===== config.mk =====
export PLATFORM = sky130hd
export DESIGN_NAME = mxrv_id_stage
export DESIGN_NICKNAME = d
export VERILOG_FILES = /design/src/rtl/mxrv_id_stage.sv
export SDC_FILE = /design/constraint.sdc
export NUM_CORES = 1
export LEC_CHECK = 0
export CAP_MARGIN = 40
export CORE_MARGIN = 1
export CORE_UTILIZATION = 53
export CTS_CLUSTER_DIAMETER = 100
export DETAILED_ROUTE_END_ITERATION = 7
export MAX_ROUTING_LAYER = met4
export PLACE_DENSITY = 0.81
export RECOVER_POWER = 100
export SYNTH_ARGS = -nofsm -noshare
export SYNTH_HDL_FRONTEND = slang
export SYNTH_SLANG_ARGS = --single-unit
export TNS_END_PERCENT = 50

===== constraint.sdc =====
create_clock -name clk -period 2.1 [get_ports clk]
set_input_delay 0.42 -clock clk [delete_from_list [all_inputs] [get_ports clk]]
set_output_delay 0.42 -clock clk [all_outputs]
set_load 0.01 [all_outputs]

===== src/rtl/mxrv_id_stage.sv =====
// mxrv_id_stage: RV32 instruction decode stage with a 2-entry skid buffer.
// Each accepted instruction is decoded combinationally and the full decoded
// bundle is stored, so outputs come straight from registers.
// Optional feature: define MXRV_M_EXT_EN to decode the M extension
// (OP with funct7=0000001) as legal register-register instructions.
module mxrv_id_stage #(
  parameter int XLEN = 32,
  parameter int PC_W = 32
) (
  input  logic            clk,
  input  logic            rst_n,
  input  logic            flush_i,
  input  logic            inst_valid_i,
  output logic            inst_ready_o,
  input  logic [31:0]     inst_data_i,
  input  logic [PC_W-1:0] inst_addr_i,
  output logic            dec_valid_o,
  input  logic            dec_ready_i,
  output logic [PC_W-1:0] dec_pc_o,
  output logic [6:0]      opcode_o,
  output logic [4:0]      rd_o,
  output logic [4:0]      rs1_o,
  output logic [4:0]      rs2_o,
  output logic [4:0]      shamt_o,
  output logic [2:0]      funct3_o,
  output logic [6:0]      funct7_o,
  output logic [XLEN-1:0] imm_o,
  output logic            rd_we_o,
  output logic            rs1_en_o,
  output logic            rs2_en_o,
  output logic            illegal_o
);

  localparam logic [6:0] OPC_LUI    = 7'b0110111;
  localparam logic [6:0] OPC_AUIPC  = 7'b0010111;
  localparam logic [6:0] OPC_JAL    = 7'b1101111;
  localparam logic [6:0] OPC_JALR   = 7'b1100111;
  localparam logic [6:0] OPC_BRANCH = 7'b1100011;
  localparam logic [6:0] OPC_LOAD   = 7'b0000011;
  localparam logic [6:0] OPC_STORE  = 7'b0100011;
  localparam logic [6:0] OPC_OPIMM  = 7'b0010011;
  localparam logic [6:0] OPC_OP     = 7'b0110011;

  typedef enum logic [1:0] {
    S_EMPTY = 2'd0,
    S_ONE   = 2'd1,
    S_FULL  = 2'd2
  } state_t;

  typedef struct packed {
    logic [PC_W-1:0] pc;
    logic [6:0]      opcode;
    logic [4:0]      rd;
    logic [4:0]      rs1;
    logic [4:0]      rs2;
    logic [4:0]      shamt;
    logic [2:0]      funct3;
    logic [6:0]      funct7;
    logic [XLEN-1:0] imm;
    logic            rd_we;
    logic            rs1_en;
    logic            rs2_en;
    logic            illegal;
  } bundle_t;

  state_t  r_state, w_state_nx;
  logic    r_ready;
  bundle_t r_ent0, r_ent1;   // r_ent0 is always the oldest entry
  bundle_t w_dec;
  logic    w_push, w_pop;
  logic    w_is_i, w_is_s, w_is_b, w_is_u, w_is_j, w_is_r, w_ill, w_is_shift;
  logic signed [31:0] w_imm32;
  logic [6:0] w_opc, w_f7;
  logic [2:0] w_f3;

  assign w_opc = inst_data_i[6:0];
  assign w_f3  = inst_data_i[14:12];
  assign w_f7  = inst_data_i[31:25];

  // Flush cancels both handshakes in the cycle it is asserted.
  assign w_push = inst_valid_i & r_ready & ~flush_i;
  assign w_pop  = dec_valid_o & dec_ready_i & ~flush_i;

  // Classify the incoming instruction and detect illegal encodings.
  always_comb begin
    w_is_i = 1'b0; w_is_s = 1'b0; w_is_b = 1'b0;
    w_is_u = 1'b0; w_is_j = 1'b0; w_is_r = 1'b0;
    w_ill  = 1'b0; w_is_shift = 1'b0;
    case (w_opc)
      OPC_LUI, OPC_AUIPC: w_is_u = 1'b1;
      OPC_JAL:            w_is_j = 1'b1;
      OPC_JALR: begin
        w_is_i = 1'b1;
        w_ill  = (w_f3 != 3'b000);
      end
      OPC_BRANCH: begin
        w_is_b = 1'b1;
        w_ill  = (w_f3 == 3'b010) || (w_f3 == 3'b011);
      end
      OPC_LOAD: begin
        w_is_i = 1'b1;
        w_ill  = (w_f3 == 3'b011) || (w_f3 == 3'b110) || (w_f3 == 3'b111);
      end
      OPC_STORE: begin
        w_is_s = 1'b1;
        w_ill  = (w_f3 > 3'b010);
      end
      OPC_OPIMM: begin
        w_is_i     = 1'b1;
        w_is_shift = (w_f3 == 3'b001) || (w_f3 == 3'b101);
        w_ill      = w_is_shift && (w_f7 != 7'b0000000) && (w_f7 != 7'b0100000);
      end
      OPC_OP: begin
        w_is_r = 1'b1;
        case (w_f7)
          7'b0000000: w_ill = 1'b0;
          7'b0100000: w_ill = (w_f3 != 3'b000) && (w_f3 != 3'b101);
`ifdef MXRV_M_EXT_EN
          7'b0000001: w_ill = 1'b0;
`else
          7'b0000001: w_ill = 1'b1;
`endif
          default:    w_ill = 1'b1;
        endcase
      end
      default: w_ill = 1'b1;
    endcase
    if (inst_data_i[1:0] != 2'b11) w_ill = 1'b1;
  end

  // Assemble the decoded bundle, gating unused fields and enables to zero.
  always_comb begin
    w_imm32 = '0;
    if (w_is_i)      w_imm32 = {{20{inst_data_i[31]}}, inst_data_i[31:20]};
    else if (w_is_s) w_imm32 = {{20{inst_data_i[31]}}, inst_data_i[31:25], inst_data_i[11:7]};
    else if (w_is_b) w_imm32 = {{19{inst_data_i[31]}}, inst_data_i[31], inst_data_i[7],
                                inst_data_i[30:25], inst_data_i[11:8], 1'b0};
    else if (w_is_u) w_imm32 = {inst_data_i[31:12], 12'b0};
    else if (w_is_j) w_imm32 = {{11{inst_data_i[31]}}, inst_data_i[31], inst_data_i[19:12],
                                inst_data_i[20], inst_data_i[30:21], 1'b0};

    w_dec         = '0;
    w_dec.pc      = inst_addr_i;
    w_dec.opcode  = w_opc;
    w_dec.funct3  = w_f3;
    w_dec.funct7  = w_f7;
    w_dec.illegal = w_ill;
    if (!w_ill) begin
      w_dec.imm    = XLEN'(w_imm32);
      w_dec.rd     = (w_is_u | w_is_j | w_is_i | w_is_r) ? inst_data_i[11:7]  : 5'd0;
      w_dec.rs1    = (w_is_i | w_is_s | w_is_b | w_is_r) ? inst_data_i[19:15] : 5'd0;
      w_dec.rs2    = (w_is_s | w_is_b | w_is_r)          ? inst_data_i[24:20] : 5'd0;
      w_dec.shamt  = w_is_shift ? inst_data_i[24:20] : 5'd0;
      w_dec.rd_we  = (w_is_u | w_is_j | w_is_i | w_is_r) && (inst_data_i[11:7] != 5'd0);
      w_dec.rs1_en = w_is_i | w_is_s | w_is_b | w_is_r;
      w_dec.rs2_en = w_is_s | w_is_b | w_is_r;
    end
  end

  // Skid-buffer state and registered ready.
  always_ff @(posedge clk or negedge rst_n) begin
    if (!rst_n) begin
      r_state <= S_EMPTY;
      r_ready <= 1'b0;
    end else begin
      r_state <= w_state_nx;
      r_ready <= (w_state_nx != S_FULL);
    end
  end

  // Next-state logic; flush overrides every handshake.
  always_comb begin
    w_state_nx = r_state;
    if (flush_i) begin
      w_state_nx = S_EMPTY;
    end else begin
      case (r_state)
        S_EMPTY: if (w_push) w_state_nx = S_ONE;
        S_ONE: begin
          if (w_push && !w_pop)      w_state_nx = S_FULL;
          else if (!w_push && w_pop) w_state_nx = S_EMPTY;
        end
        S_FULL:  if (w_pop) w_state_nx = S_ONE;
        default: w_state_nx = S_EMPTY;
      endcase
    end
  end

  // Entry storage: new data lands behind the oldest entry, pops shift forward.
  always_ff @(posedge clk or negedge rst_n) begin
    if (!rst_n) begin
      r_ent0 <= '0;
      r_ent1 <= '0;
    end else begin
      case (r_state)
        S_EMPTY: if (w_push) r_ent0 <= w_dec;
        S_ONE: begin
          if (w_push && w_pop) r_ent0 <= w_dec;
          else if (w_push)     r_ent1 <= w_dec;
        end
        S_FULL:  if (w_pop) r_ent0 <= r_ent1;
        default: ;
      endcase
    end
  end

  assign inst_ready_o = r_ready;
  assign dec_valid_o  = (r_state != S_EMPTY);
  assign dec_pc_o     = r_ent0.pc;
  assign opcode_o     = r_ent0.opcode;
  assign rd_o         = r_ent0.rd;
  assign rs1_o        = r_ent0.rs1;
  assign rs2_o        = r_ent0.rs2;
  assign shamt_o      = r_ent0.shamt;
  assign funct3_o     = r_ent0.funct3;
  assign funct7_o     = r_ent0.funct7;
  assign imm_o        = r_ent0.imm;
  assign rd_we_o      = r_ent0.rd_we;
  assign rs1_en_o     = r_ent0.rs1_en;
  assign rs2_en_o     = r_ent0.rs2_en;
  assign illegal_o    = r_ent0.illegal;

endmodule


**M4 wires**

The bar under the picture is 50 um long.
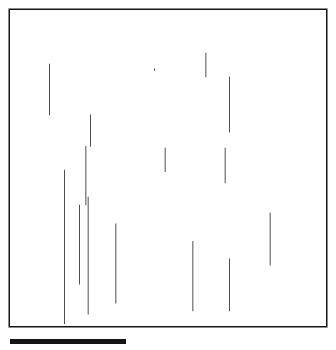
- share of all routed wire: 1.5%
- longest straight run: 66.0 um
- main direction: vertical
- nets with wire on the layer: 8

**Routed metal, one colour a layer**

The bar under the picture is 50 um long.
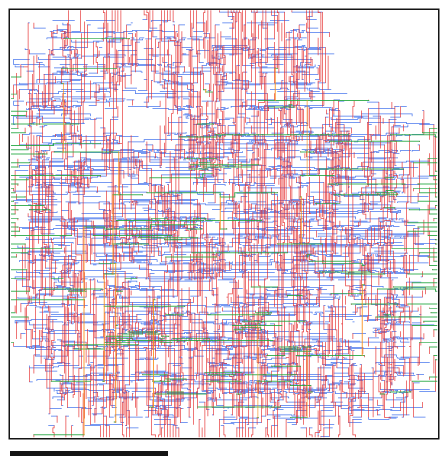
- M4: orange (wire length 379 um)
- M3: green (wire length 1780 um)
- M2: red (wire length 12900 um)
- M1: blue (wire length 10800 um)
WL/cell: 18.2 um
GRT Util Overall: 29.1%
vias post-DR: 8202
final WL: 25800 um

==> impl_metrics.json <==
{
  "min-delay-start": "inst_data_i[12]",
  "hold_viol": 0,
  "status": "finished, final reports clean",
  "crit_required_ns": 2.47,
  "dp.cells": 1373,
  "ant_nets": 0,
  "grt_remaining_overflow": 0,
  "cts.clk_slew.worst_paths_ns": 0.06,
  "yosysMostFrequentCell": "dfrtp_1",
  "portBuffers": 175,
  "slew_violations": 0,
  "syn-cell-area_um2": 9490,
  "gp_congestion": 0.896,
  "timing.fmax_mhz": 487,
  "warnings": 28,
  "setup_viol": 0,
  "ys_seq_share_pct": 56.1,
  "clk_latency_ns": 0.50,
  "worst_path_max_delay_cell": "or4_4",
  "final_core_util_pct": 74.1,
  "highest_layer": "met4",
  "ys_cells": 952,
  "cts-root-to-sink-buffers": 3,
  "fp_nets": 1021,
  "fin_crit_ns": 2.05,
  "yosys_area_um2": 9490,
  "ys_sh_aoi_pct": 17.5,
  "ys_dominant_reg_cell": "dfrtp_1"
}
**Placement by cell class**

The bar under the picture is 50 um long. Fill, decap, tap and diode cells in grey.
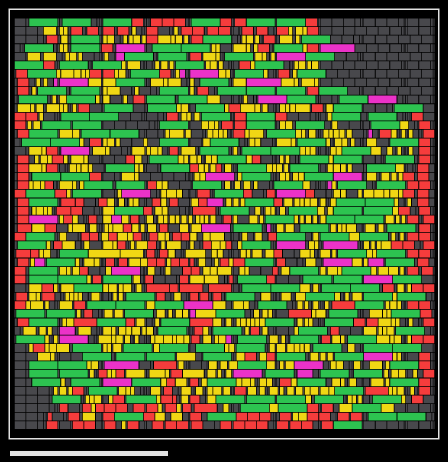
- remaining logic cells: yellow (cells 668; share of their area 31%)
- clock drivers and dummy loads: magenta (cells 41; share of their area 6.4%)
- remaining buffers and delay cells: red (cells 270; share of their area 21%)
- registers: green (cells 213; share of their area 42%)

## per-layer routing
metal | vias to the layer above | GRT usage, %
met4 | 0 | 6.55
met5 | - | -
li1 | 3805 | -
met2 | 324 | 46.8
met3 | 33 | 4.66
met1 | 4040 | 38.9
## power breakdown
part           switching [mW]  total, mW  internal [mW]
Clock                    1.63       4.29           2.65
Sequential              0.300       4.96           4.66
Combinational           0.880       1.86          0.983
Total                    2.81       11.1           8.29
## worst max-delay path: cells and delay by family
kind	cells	cell delay, ns
AND-OR/OR-AND	3	0.35
buffers and inverters	3	0.92
AND/OR/NAND/NOR	2	0.75
## cell type report
cell class	instances	area, um2
timing repair buffer	270	2600
clock inverter	10	160
sequential	213	5330
tap	225	282
inverter	3	11.3
multi-input combinational	665	3890
clock buffer	31	646
fill	1230	4500
Power and IR drop assume default switching activity.
